$ cat src/rtl/fifo_pkg.sv
`default_nettype none
// ============================================================================
// Module      : fifo_pkg
// Description : Shared async-FIFO helpers for Gray/binary conversion, bit
//               counting, pointer width and synchroniser depth legality.
// Revision    : 1.0 - initial release
// ============================================================================
package fifo_pkg;

    // Helpers work on a wide zero-extended vector so callers of any width can share them
    localparam int c_max_w = 32;

    function automatic int ptr_width(input int addrsize);
        return addrsize + 1;
    endfunction

    function automatic logic [c_max_w-1:0] bin2gray(input logic [c_max_w-1:0] b);
        return b ^ (b >> 1);
    endfunction

    function automatic logic [c_max_w-1:0] gray2bin(input logic [c_max_w-1:0] g);
        logic [c_max_w-1:0] b;
        b[c_max_w-1] = g[c_max_w-1];
        for (int i = c_max_w - 2; i >= 0; i--) begin
            b[i] = b[i+1] ^ g[i];
        end
        return b;
    endfunction

    function automatic int popcount(input logic [c_max_w-1:0] v);
        int n;
        n = 0;
        for (int i = 0; i < c_max_w; i++) begin
            n += int'(v[i]);
        end
        return n;
    endfunction

    function automatic bit sync_stages_legal(input int n);
        return (n >= 2) && (n <= 4);
    endfunction

endpackage
`default_nettype wire

$ cat src/rtl/gray_sync_n.sv
`default_nettype none
// ============================================================================
// Module      : gray_sync_n
// Description : Plain N-stage flop chain for bringing a Gray pointer across
//               a clock domain boundary.
// Revision    : 1.0 - initial release
// ============================================================================
module gray_sync_n #(
    parameter int WIDTH  = 5,
    parameter int STAGES = 2
) (
    input  logic             clk,
    input  logic             rst_n,
    input  logic [WIDTH-1:0] d,
    output logic [WIDTH-1:0] q
);

    logic [WIDTH-1:0] r_sync [STAGES];

    // Nothing but wires between stages so each flop has a full period to resolve
    always_ff @(posedge clk or negedge rst_n) begin
        if (!rst_n) begin
            for (int i = 0; i < STAGES; i++) begin
                r_sync[i] <= '0;
            end
        end else begin
            r_sync[0] <= d;
            for (int i = 1; i < STAGES; i++) begin
                r_sync[i] <= r_sync[i-1];
            end
        end
    end

    assign q = r_sync[STAGES-1];

endmodule
`default_nettype wire

$ cat src/rtl/wptr_full_sync.sv
`default_nettype none
// ============================================================================
// Module      : wptr_full_sync
// Description : Async FIFO write-domain control: read-pointer synchroniser,
//               write pointer, full/almost-full/count and sticky error flags.
// Revision    : 1.0 - initial release
// ============================================================================
module wptr_full_sync
    import fifo_pkg::*;
#(
    parameter int ADDRSIZE    = 4,
    parameter int SYNC_STAGES = 2,
    parameter int AFULL_LEVEL = 12
) (
    input  logic                w_clk,
    input  logic                w_rst_n,
    input  logic                w_inc,
    input  logic                w_err_clr,
    input  logic [ADDRSIZE:0]   rptr_gray,
    output logic [ADDRSIZE:0]   wptr_gray,
    output logic [ADDRSIZE-1:0] waddr,
    output logic                w_full,
    output logic                w_afull,
    output logic [ADDRSIZE:0]   w_count,
    output logic                w_ovf,
    output logic                w_gray_err
);

    localparam int PTR_W = ptr_width(ADDRSIZE);
    localparam logic [PTR_W-1:0] c_afull_lvl = PTR_W'(AFULL_LEVEL);

    if (!sync_stages_legal(SYNC_STAGES)) begin : g_bad_sync_stages
        $error("wptr_full_sync: SYNC_STAGES must be in 2..4");
    end
    if ((AFULL_LEVEL < 1) || (AFULL_LEVEL > (2 ** ADDRSIZE))) begin : g_bad_afull_level
        $error("wptr_full_sync: AFULL_LEVEL must be in 1..2**ADDRSIZE");
    end
    if (ADDRSIZE < 2) begin : g_bad_addrsize
        $error("wptr_full_sync: ADDRSIZE must be at least 2");
    end

    logic [PTR_W-1:0] r_wbin;
    logic [PTR_W-1:0] r_rq_prev;
    logic [PTR_W-1:0] w_rq_gray;
    logic [PTR_W-1:0] w_rbin;
    logic [PTR_W-1:0] w_wbin_next;
    logic [PTR_W-1:0] w_wgray_next;
    logic [PTR_W-1:0] w_full_gray;
    logic [PTR_W-1:0] w_fill_next;
    logic             w_accept;
    logic             w_ovf_set;
    logic             w_gerr_set;

    gray_sync_n #(
        .WIDTH  (PTR_W),
        .STAGES (SYNC_STAGES)
    ) u_rptr_sync (
        .clk   (w_clk),
        .rst_n (w_rst_n),
        .d     (rptr_gray),
        .q     (w_rq_gray)
    );

    assign w_rbin       = PTR_W'(gray2bin(c_max_w'(w_rq_gray)));
    assign w_accept     = w_inc & ~w_full;
    assign w_wbin_next  = r_wbin + PTR_W'(w_accept);
    assign w_wgray_next = PTR_W'(bin2gray(c_max_w'(w_wbin_next)));
    // Full when the write pointer is exactly one lap ahead: top two Gray bits inverted
    assign w_full_gray  = {~w_rq_gray[ADDRSIZE:ADDRSIZE-1], w_rq_gray[ADDRSIZE-2:0]};
    assign w_fill_next  = w_wbin_next - w_rbin;
    assign w_ovf_set    = w_inc & w_full;
    assign w_gerr_set   = popcount(c_max_w'(w_rq_gray ^ r_rq_prev)) > 1;

    always_ff @(posedge w_clk or negedge w_rst_n) begin
        if (!w_rst_n) begin
            r_wbin     <= '0;
            wptr_gray  <= '0;
            r_rq_prev  <= '0;
            w_full     <= 1'b0;
            w_afull    <= 1'b0;
            w_count    <= '0;
            w_ovf      <= 1'b0;
            w_gray_err <= 1'b0;
        end else begin
            r_wbin    <= w_wbin_next;
            wptr_gray <= w_wgray_next;
            r_rq_prev <= w_rq_gray;
            w_full    <= (w_wgray_next == w_full_gray);
            w_afull   <= (w_fill_next >= c_afull_lvl);
            w_count   <= w_fill_next;
            // A new error in the clearing cycle must not be lost
            if (w_ovf_set) begin
                w_ovf <= 1'b1;
            end else if (w_err_clr) begin
                w_ovf <= 1'b0;
            end
            if (w_gerr_set) begin
                w_gray_err <= 1'b1;
            end else if (w_err_clr) begin
                w_gray_err <= 1'b0;
            end
        end
    end

    assign waddr = r_wbin[ADDRSIZE-1:0];

endmodule
`default_nettype wire

$ cat config.mk
export PLATFORM = sky130hd
export DESIGN_NAME = wptr_full_sync
export DESIGN_NICKNAME = d
export VERILOG_FILES = /design/src/rtl/fifo_pkg.sv /design/src/rtl/gray_sync_n.sv /design/src/rtl/wptr_full_sync.sv
export SDC_FILE = /design/constraint.sdc
export NUM_CORES = 1
export LEC_CHECK = 0
export ABC_AREA = 1
export CAP_MARGIN = 20
export CELL_PAD_IN_SITES_DETAIL_PLACEMENT = 1
export CELL_PAD_IN_SITES_GLOBAL_PLACEMENT = 2
export CORE_UTILIZATION = 32
export DETAILED_ROUTE_END_ITERATION = 10
export GPL_ROUTABILITY_DRIVEN = 1
export PLACE_DENSITY = 0.87
export SYNTH_ARGS = -nofsm -noshare
export SYNTH_HDL_FRONTEND = slang
export SYNTH_SLANG_ARGS = --single-unit
$ cat constraint.sdc
create_clock -name w_clk -period 2.7 [get_ports w_clk]
set_input_delay 0.27 -clock w_clk [delete_from_list [all_inputs] [get_ports w_clk]]
set_output_delay 0.27 -clock w_clk [all_outputs]
set_load 0.02 [all_outputs]
m1.png
Bar = 20 µm. Supply wires on this layer in grey.
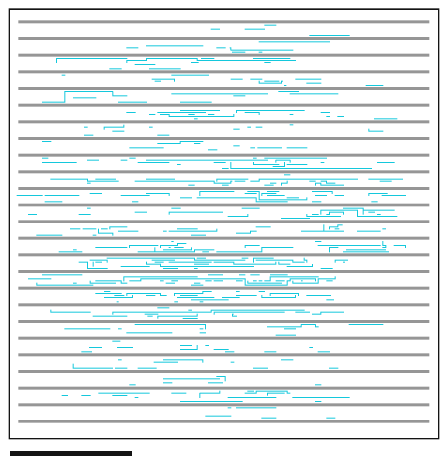
The layer carries 1320 µm of wire. The wires run mostly horizontal. The longest straight run is 23.0 µm. The layer holds 43% of the routed length.

m2.png
Cells faint in the background.
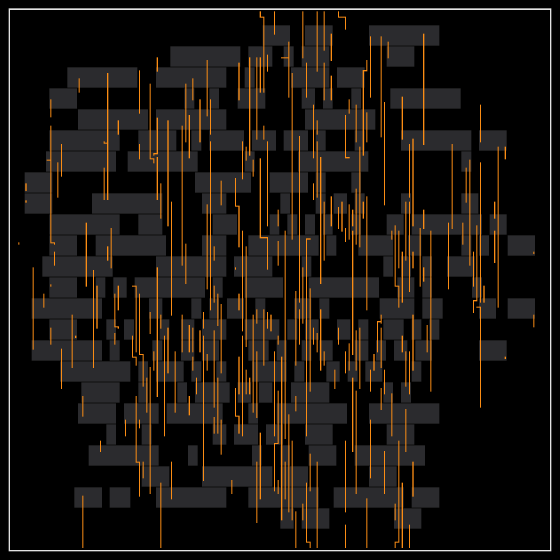
The longest straight run is 26.9 µm. The layer carries 1580 µm of wire. 179 nets have wire on it. The wires run mostly vertical. The layer holds 52% of the routed length.

m3.png
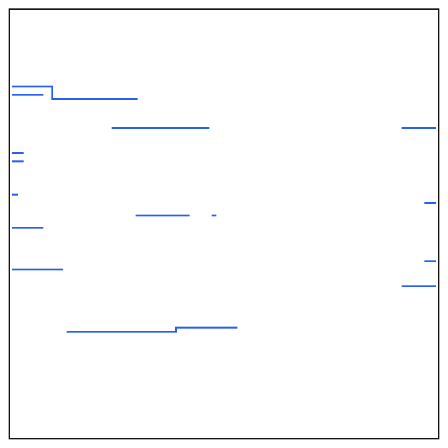
The layer holds 3.6% of the routed length. 12 nets have wire on it. The longest straight run is 17.7 µm. The layer carries 110 µm of wire. The wires run mostly horizontal.
vias: 1100
Post-Route WL: 3.05 mm
GR Util met3: 0.0447

congestion_map.png
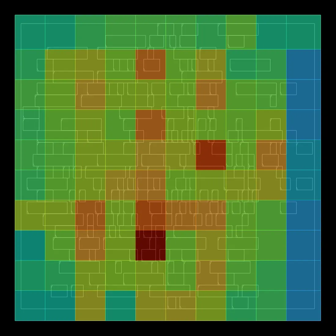
routed length per instance: 12.9 µm
met2 Use GR: 0.249

## cells by family (layout without fill, tap and decap cells)
group,Yosys count,count (layout)
DFF,33,33
adders and majority gates,9,9
and+or+nand+nor,73,73
buffers and inverters,20,56
xor gates and xnor gates,8,8
AOI/OAI and AO/OA,5,5
## cells in the mapped netlist, types with 2 or more instances
library cell,instances,area share
dfrtp_1,33,0.56
fa_1,2,0.027
ha_1,7,0.059
inv_1,18,0.046
nand2_1,40,0.10
nand2_2,6,0.025
nand3_1,13,0.044
nand3_2,2,0.014
nand4_1,4,0.017
nor2_1,6,0.015
o21ai_0,2,0.0068
xnor2_1,2,0.012
xor2_1,6,0.036
==> out/metrics.yaml <==
status:
  status: "finished, final reports clean"
yosys:
  yosysChipArea_um2: 1480
  synthArstFlopShare: 1.00
  syn_inst: 148
  syn_nets: 166
  top_logic_kind: "simple AND/OR/NAND/NOR gates"
  syn_area_um2: 1480
  ys_warn_count: 0
  ys_cells: 148
  mux_share: 0
  syn_avg_cell_area_um2: 9.98
  yosys.area_share.simple: 0.230
  synthFlopType: "dfrtp_1"
  edf_count: 0
  xor_share: 0.0474
  synth_seq_share: 0.559
  synthAoiAreaFrac: 0.0212
  synth.distinct_cells: 20
  synth-seq-cells: 33
floorplan:
  taps: 52
  core_area_um2: 4380
  floorplan.core_util: 0.337
  num_rows: 24
  die_h_um: 70.0
  die_x_um: 70.0
  io_pins: 27
  chipArea_um2: 4890
timing:
  finalHoldViolations: 0
  rsz0062_at_grt: "no"
  worstMarginPinSlew_ns: 0.406
  maxSlewHeadroom: 0.729
  setup_viol: 0
  worst_hold_slack_ns: 0.350
  skew_ns: 0.00417
  tns_ns: 0
  slew_viol_final: 0
  fmax_mhz: 406
global_routing:
  grt_pass1_wl_mm: 5.39
  grt_start_max_net_pins: 34
  antenna_found_initial: 0
  busiest_layer: "met2"
  grt_pass1_vias: 1203
  track_usage: 0.143
  grt-ovfl-total: 0
  met1_usage: 0.163
worst_setup_path:
  critical_path_buf_inv_count: 1
  regToRegEndpoint: "w_afull$_DFF_PN0_"
  ff2ff_path_depth: 13
  startpoint: "u_rptr_sync.q[4]$_DFF_PN0_"
  timing.rr.start: "u_rptr_sync.q[4]$_DFF_PN0_"
  startpoint_type: "flop"
  cp.arrival_ns: 2.68
  cp.required_ns: 2.92
  cp.depth: 13
  cp_common_cell: "nand2_2"
  critPathCaptureType: "flop"
  rrSetupSlack_ns: 0.24
  crit_family: "simple AND/OR/NAND/NOR gates"
  cp_cell_sequence: "xnor2_1, nand2b_4, nand2_2, nand2_2, nand3_2, nand2_1, inv_1, ha_1, fa_1, nor2_1, a211oi_1, or2_1, nand3_1"
  critPathKind: "reg -> reg"
  cp_slowest_cell: "dfrtp_1"
  cpPeakStageDelay_ns: 0.44
  worstPathMaxFanout: 5
routing:
  ant_nets: 0
  wl_met1_mm: 1.32
  met3_length_um: 110
  first_pass_iters: 4
  route.met2.wl_mm: 1.58
  route.top_layer_used: "met4"
  drcViolationCount: 0
  viasPerCell: 4.66
  drt-initial-drc-count: 15
final_layout:
  inv_count: 19
  nClkBuffers: 7
  final_area_um2: 1920
  mostFrequentLayoutCells: "nand2_1 (40), dfrtp_1 (33), clkdlybuf4s50_1 (26)"
  syn_to_final_growth_pct: 29.6
  largest_class: "sequential cells"
  nNetsFinal: 201
  seq_area_um2: 826
  drive_gt1_frac: 0.114
  logic_gates: 95
  comb_area_frac: 0.297
  buffer_area_frac: 0.148
  seq_cell_count: 33
  final_util: 0.437
  final-comb-area_um2: 569
  clkCellAreaFrac: 0.0529
  seq_area_frac: 0.431
  lay_top_count: "nand2_1"
  fin_cells: 236
place:
  dp.final_hpwl_mm: 2.42
  placement.io_buffers: 26
  dp_slack_ns: -0.0626
  place_congestion: 0.838
  post-place-cells: 228
  placed_area_um2: 1810
power:
  p_sw_uw: 948
  ir_drop_uv: 493
  leakage_nw: 0.951
  p_comb_frac: 0.504
  power.density_nw_per_um2: 1200
  p_comb_mw: 1.16
  swShare: 0.411
  power-top-group: "combinational cells"
  powerSeq_uw: 735
  clockPowerShare: 0.177
  clock_net_power_uw: 408
  total_power_mw: 2.31
  pwr-share-seq: 0.319
  internal_power_mw: 1.36
cts:
  numClockSinks: 33
  cts_buffers: 5
  cts_tree: "done"
  postCtsSetupBuffers: 0
  holdBufCountCts: 0
  insertion_delay_ns: 0.28
  cts-root-buf: "clkbuf_8"
  htree_num_levels: 2
  cts_buffer_depth: 2
  clkSlewWorstSetupHoldPaths_ns: 0.07
hold_path:
  hold_class: "reg -> reg"
  holdPathEnd: "u_rptr_sync.q[1]$_DFF_PN0_"
  worst_hold_path.num_cells: 0
run:
  stage_log_warnings: 26
  max_cap_viol_count: 0
No activity file was given, so power comes from the tool's default toggle rates.
